File: src/rtl/biquad_filter.sv
// biquad_filter: Direct Form I biquad sharing one multiplier across CHANNELS channels,
// with a shadow coefficient bank that is copied to the active bank when a sample is accepted.
module biquad_filter #(
  parameter int DATA_W = 16,
  parameter int COEF_W = 18,
  parameter int COEF_FRAC = 15,
  parameter int CHANNELS = 2,
  localparam int CH_W = CHANNELS > 1 ? $clog2(CHANNELS) : 1
) (
  input  logic                     clk,
  input  logic                     reset,
  input  logic                     in_valid,
  output logic                     in_ready,
  input  logic signed [DATA_W-1:0] in_data,
  input  logic [CH_W-1:0]          in_chan,
  output logic                     out_valid,
  output logic signed [DATA_W-1:0] out_data,
  output logic [CH_W-1:0]          out_chan,
  input  logic                     coef_wr,
  input  logic [2:0]               coef_addr,
  input  logic signed [COEF_W-1:0] coef_data,
  input  logic                     bypass,
  input  logic                     hist_clr
);
  localparam int ACC_W = DATA_W + COEF_W + 3;
  localparam int P_W = DATA_W + COEF_W;
  localparam logic signed [COEF_W-1:0] ONE = COEF_W'(2 ** COEF_FRAC);
  localparam logic signed [ACC_W-1:0] HALF = ACC_W'(2 ** (COEF_FRAC - 1));
  localparam logic signed [ACC_W-1:0] MAXV = ACC_W'(2 ** (DATA_W - 1) - 1);
  localparam logic signed [ACC_W-1:0] MINV = ~MAXV;
  typedef enum logic [2:0] {IDLE, MAC0, MAC1, MAC2, MAC3, MAC4, DONE} state_t;
  state_t state, state_nx;
  logic accept, ch_ok, clr_now, wr_ok, busy, coef_pend, clr_pend;
  logic [CH_W-1:0] chan;
  logic signed [COEF_W-1:0] act [5];
  logic signed [COEF_W-1:0] shd [5];
  logic signed [COEF_W-1:0] c;
  logic signed [DATA_W-1:0] x0, d, hx1, hx2, hy1, hy2, y;
  logic signed [DATA_W-1:0] x1 [CHANNELS];
  logic signed [DATA_W-1:0] x2 [CHANNELS];
  logic signed [DATA_W-1:0] y1 [CHANNELS];
  logic signed [DATA_W-1:0] y2 [CHANNELS];
  logic signed [P_W-1:0] prod;
  logic signed [ACC_W-1:0] acc, rnd;
  always_comb begin
    in_ready = state == IDLE;
    accept = in_valid && in_ready;
    busy = state != IDLE && state != DONE;
    state_nx = accept ? MAC0 : !busy ? IDLE : state_t'(state + 3'd1);
    ch_ok = 32'(chan) < CHANNELS;
    hx1 = ch_ok ? x1[chan] : '0;
    hx2 = ch_ok ? x2[chan] : '0;
    hy1 = ch_ok ? y1[chan] : '0;
    hy2 = ch_ok ? y2[chan] : '0;
    c = state == MAC0 ? act[0] : state == MAC1 ? act[1] : state == MAC2 ? act[2] :
        state == MAC3 ? act[3] : act[4];
    d = state == MAC0 ? x0 : state == MAC1 ? hx1 : state == MAC2 ? hx2 :
        state == MAC3 ? hy1 : hy2;
    prod = P_W'(c) * P_W'(d);
    rnd = (acc + HALF) >>> COEF_FRAC;
    y = bypass ? x0 : rnd > MAXV ? MAXV[DATA_W-1:0] : rnd < MINV ? MINV[DATA_W-1:0] : rnd[DATA_W-1:0];
    wr_ok = coef_wr && coef_addr < 3'd5;
    clr_now = state == IDLE ? hist_clr : state == DONE && (hist_clr || clr_pend);
  end
  always_ff @(posedge clk or posedge reset) begin
    if (reset) begin
      state <= IDLE;
      acc <= '0;
      x0 <= '0;
      chan <= '0;
      out_valid <= 1'b0;
      out_data <= '0;
      out_chan <= '0;
      coef_pend <= 1'b0;
      clr_pend <= 1'b0;
      for (int i = 0; i < 5; i++) begin
        act[i] <= i == 0 ? ONE : '0;
        shd[i] <= i == 0 ? ONE : '0;
      end
      for (int i = 0; i < CHANNELS; i++) begin
        x1[i] <= '0;
        x2[i] <= '0;
        y1[i] <= '0;
        y2[i] <= '0;
      end
    end else begin
      state <= state_nx;
      out_valid <= state == DONE;
      coef_pend <= wr_ok || (coef_pend && !accept);
      clr_pend <= busy && (clr_pend || hist_clr);
      if (wr_ok) shd[coef_addr] <= coef_data;
      if (accept) begin
        x0 <= in_data;
        chan <= in_chan;
        acc <= '0;
        if (coef_pend) act <= shd;
      end
      // feedback terms are subtracted so a1/a2 keep their textbook sign
      if (busy) acc <= state == MAC3 || state == MAC4 ? acc - ACC_W'(prod) : acc + ACC_W'(prod);
      if (state == DONE) begin
        out_data <= y;
        out_chan <= chan;
      end
      for (int i = 0; i < CHANNELS; i++) begin
        if (clr_now) begin
          x1[i] <= '0;
          x2[i] <= '0;
          y1[i] <= '0;
          y2[i] <= '0;
        end else if (state == DONE && ch_ok && chan == CH_W'(i)) begin
          x2[i] <= x1[i];
          x1[i] <= x0;
          y2[i] <= y1[i];
          y1[i] <= y;
        end
      end
    end
  end
endmodule

File: config.mk
export PLATFORM = sky130hd
export DESIGN_NAME = biquad_filter
export DESIGN_NICKNAME = d
export VERILOG_FILES = /design/src/rtl/biquad_filter.sv
export SDC_FILE = /design/constraint.sdc
export NUM_CORES = 2
export LEC_CHECK = 0
export ABC_AREA = 1
export CAP_MARGIN = 20
export CORE_MARGIN = 3
export CORE_UTILIZATION = 45
export CTS_BUF_LIST = sky130_fd_sc_hd__clkbuf_4 sky130_fd_sc_hd__clkbuf_8 sky130_fd_sc_hd__clkbuf_16
export DETAILED_ROUTE_END_ITERATION = 16
export SLEW_MARGIN = 20
export SYNTH_ARGS = -nofsm -noshare
export SYNTH_HDL_FRONTEND = slang
export SYNTH_SLANG_ARGS = --single-unit
File: constraint.sdc
create_clock -name clk -period 16.3 [get_ports clk]
set_input_delay 1.63 -clock clk [delete_from_list [all_inputs] [get_ports clk]]
set_output_delay 1.63 -clock clk [all_outputs]
set_load 0.03 [all_outputs]
Placed cells, one colour a class:
The bar under the picture is 100 um long. Fill, decap, tap and diode cells in grey.
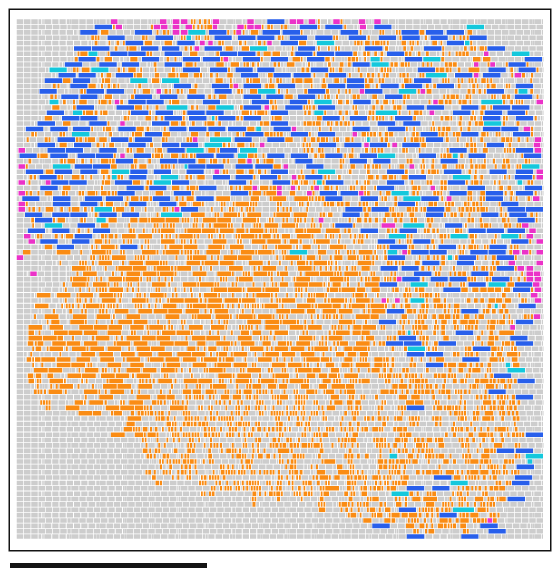
- blue: registers (cells 385; share of their area 28%)
- orange: remaining logic cells (cells 3516; share of their area 64%)
- cyan: clock drivers and dummy loads (cells 77; share of their area 4.6%)
- magenta: remaining buffers and delay cells (cells 113; share of their area 3.0%)
sequential share of cell area: 27.21%
post-route cell area: 35420 um^2
core area: 70510 um^2
Finished Core Util: 50.24%
Site Rows: 97

Cell density map:
27 x 27 tiles, from black (low) to pale yellow (high), 0 to 100% covered.
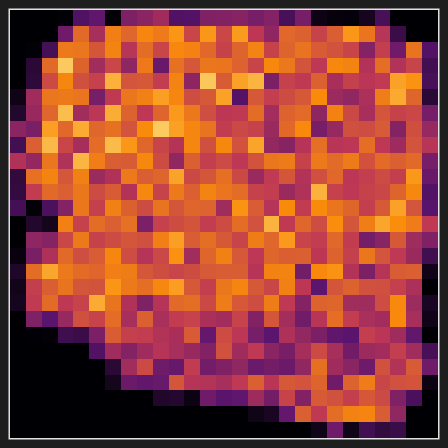
- tiles over 75% full: 5.9%
- emptiest ninth of the die: bottom left
- fullest tile: 89%
- mean over tiles: 46%
Pre-Place Util: 45.77%

Track usage over the die:
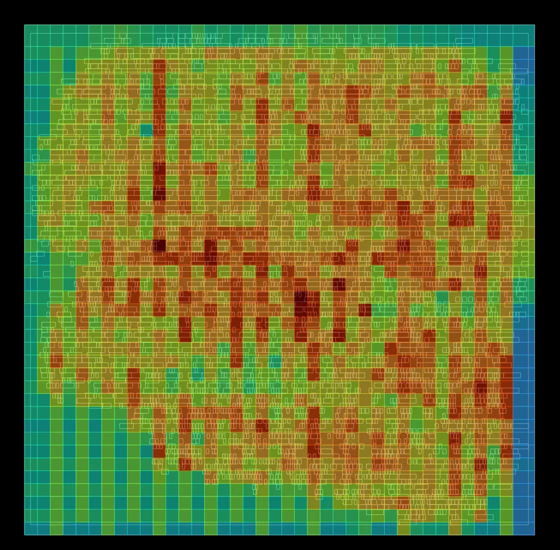
All-Layer GR Usage: 24.75%
met1 Use GR: 34.94%

Metal layers overlaid:
The bar under the picture is 100 um long. Only two layers are drawn.
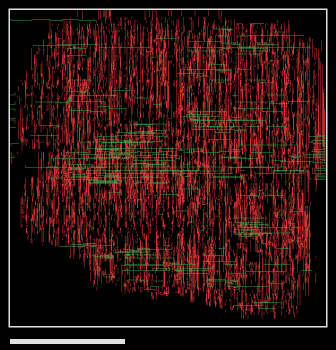
- red: M2 (wire length 42.3 mm)
- green: M3 (wire length 5770 um)

==> reports/metrics.csv <==
metric,value,unit
grt_pass1_wl,145.8,mm
wirelength_met1,40.90,mm
cts_resized,0,
drtIter0Drc,2281,
place_inst,4954,
cts.reportedPaths.clkPinSlew,0.06,ns
syn2layout_area_growth,9.754,%
hold_depth,2,
die_area,74970,um^2
grt_pass1_vias,26000,
portBuffers,62,
worstSetupStartpointType,flop,
r2r.worst_path.cells,44,
end_kind,flop,
setup_violations,0,
holdPathEnd,y1[26]$_DFFE_PP0P_,
critPathTopFamily,adder cells,
synthArstFlopShare,100.0,%
lay_top_cells,"nand2_1, inv_1, dfrtp_1",
numCtsBuffers,43,
clock_path_buffers,3,
antenna_found_initial,1,
pre_cts_ws,4.206,ns
synthTopLogicFamily,adder cells,
final.fill_count,6893,
common_cells,"nand2_1, inv_1, dfrtp_1",
finalCriticalPeriod,12.29,ns
layout_top_cell,nand2_1,
hold_class,flop to flop,
cts_max_level,2,
vias_per_cell,5.276,
r2r_end,acc[35]$_DFFE_PP0P_,
status,completed,
grt_setup_unrepaired,no,
place_area,33850,um^2
log.warning_count,31,
synth_nets,4511,
ys_warn_count,0,
critPathMaxStageDelay,0.78,ns
synth_top_area_share,29.69,%
cts_setup_buffers,0,
grtUsageMet3,3.488,%
place_congestion,0.9273,
skew,0.03566,ns
yosys.area.top_type,dfrtp_1,
nNetsFinal,4523,
final_cells,5032,
crit_cells,44,
area_leaders,"dfrtp_1, fa_1, nand2_1",
r2r_slack,4.01,ns
cts_tree,done,
worstSetupPathType,flop to flop,
cap_violations,0,
required,16.74,ns
drt-pass1-iter-count,8,
wl_met3,5.774,mm
yosysChipArea,32280,um^2
clk_latency,0.59,ns
drive_above_1_share,7.358,%
ys_sh_mux,3.136,%
reg2reg_from,state[2]$_DFF_PP0_,
wl_per_cell,18.22,um
maxUsedRoutingLayer,met4,
drcViolationCount,0,
drtAntennaViolNets,0,
min_period_over_period,75.39,%
simple_gate_share,20.58,%
cts_hold_buf,0,
ys.flop_type,dfrtp_1,
crit_path_end,acc[35]$_DFFE_PP0P_,
slew_headroom,22.70,%
synth_cells,4047,
drt-total-wl,91.68,mm
hp-start,y1[26]$_DFFE_PP0P_,
clock-root-buffer,clkbuf_16,
ys_sh_aoi,10.63,%
holdWs,0.4781,ns
edf_count,0,
cp.arrival,12.73,ns
met2_usage,39.92,%
grt_max_degree,176,
synth.distinct_cells,59,
die_y,273.8,um
ys_cells,4047,
-- area by class of cell --
cell class	instances	area, um^2	area share [%]
clock inverters	19	326.6	0.9219
well taps	940	1176	3.320
flip-flops and latches	385	9638	27.21
diodes	1	2.502	0.007064
multi-input cells	2776	19230	54.30
repair buffers	113	1016	2.868
clock buffers	58	1245	3.514
inverters	740	2785	7.862
-- registers in the layout (all words and copies together), names as in the netlist --
signal and cells:
act 90, shd 90, acc 37, x1 32, x2 32, y1 32, y2 32, out_data 16
x0 16, state 3, chan 1, clr_pend 1, coef_pend 1, out_chan 1, out_valid 1
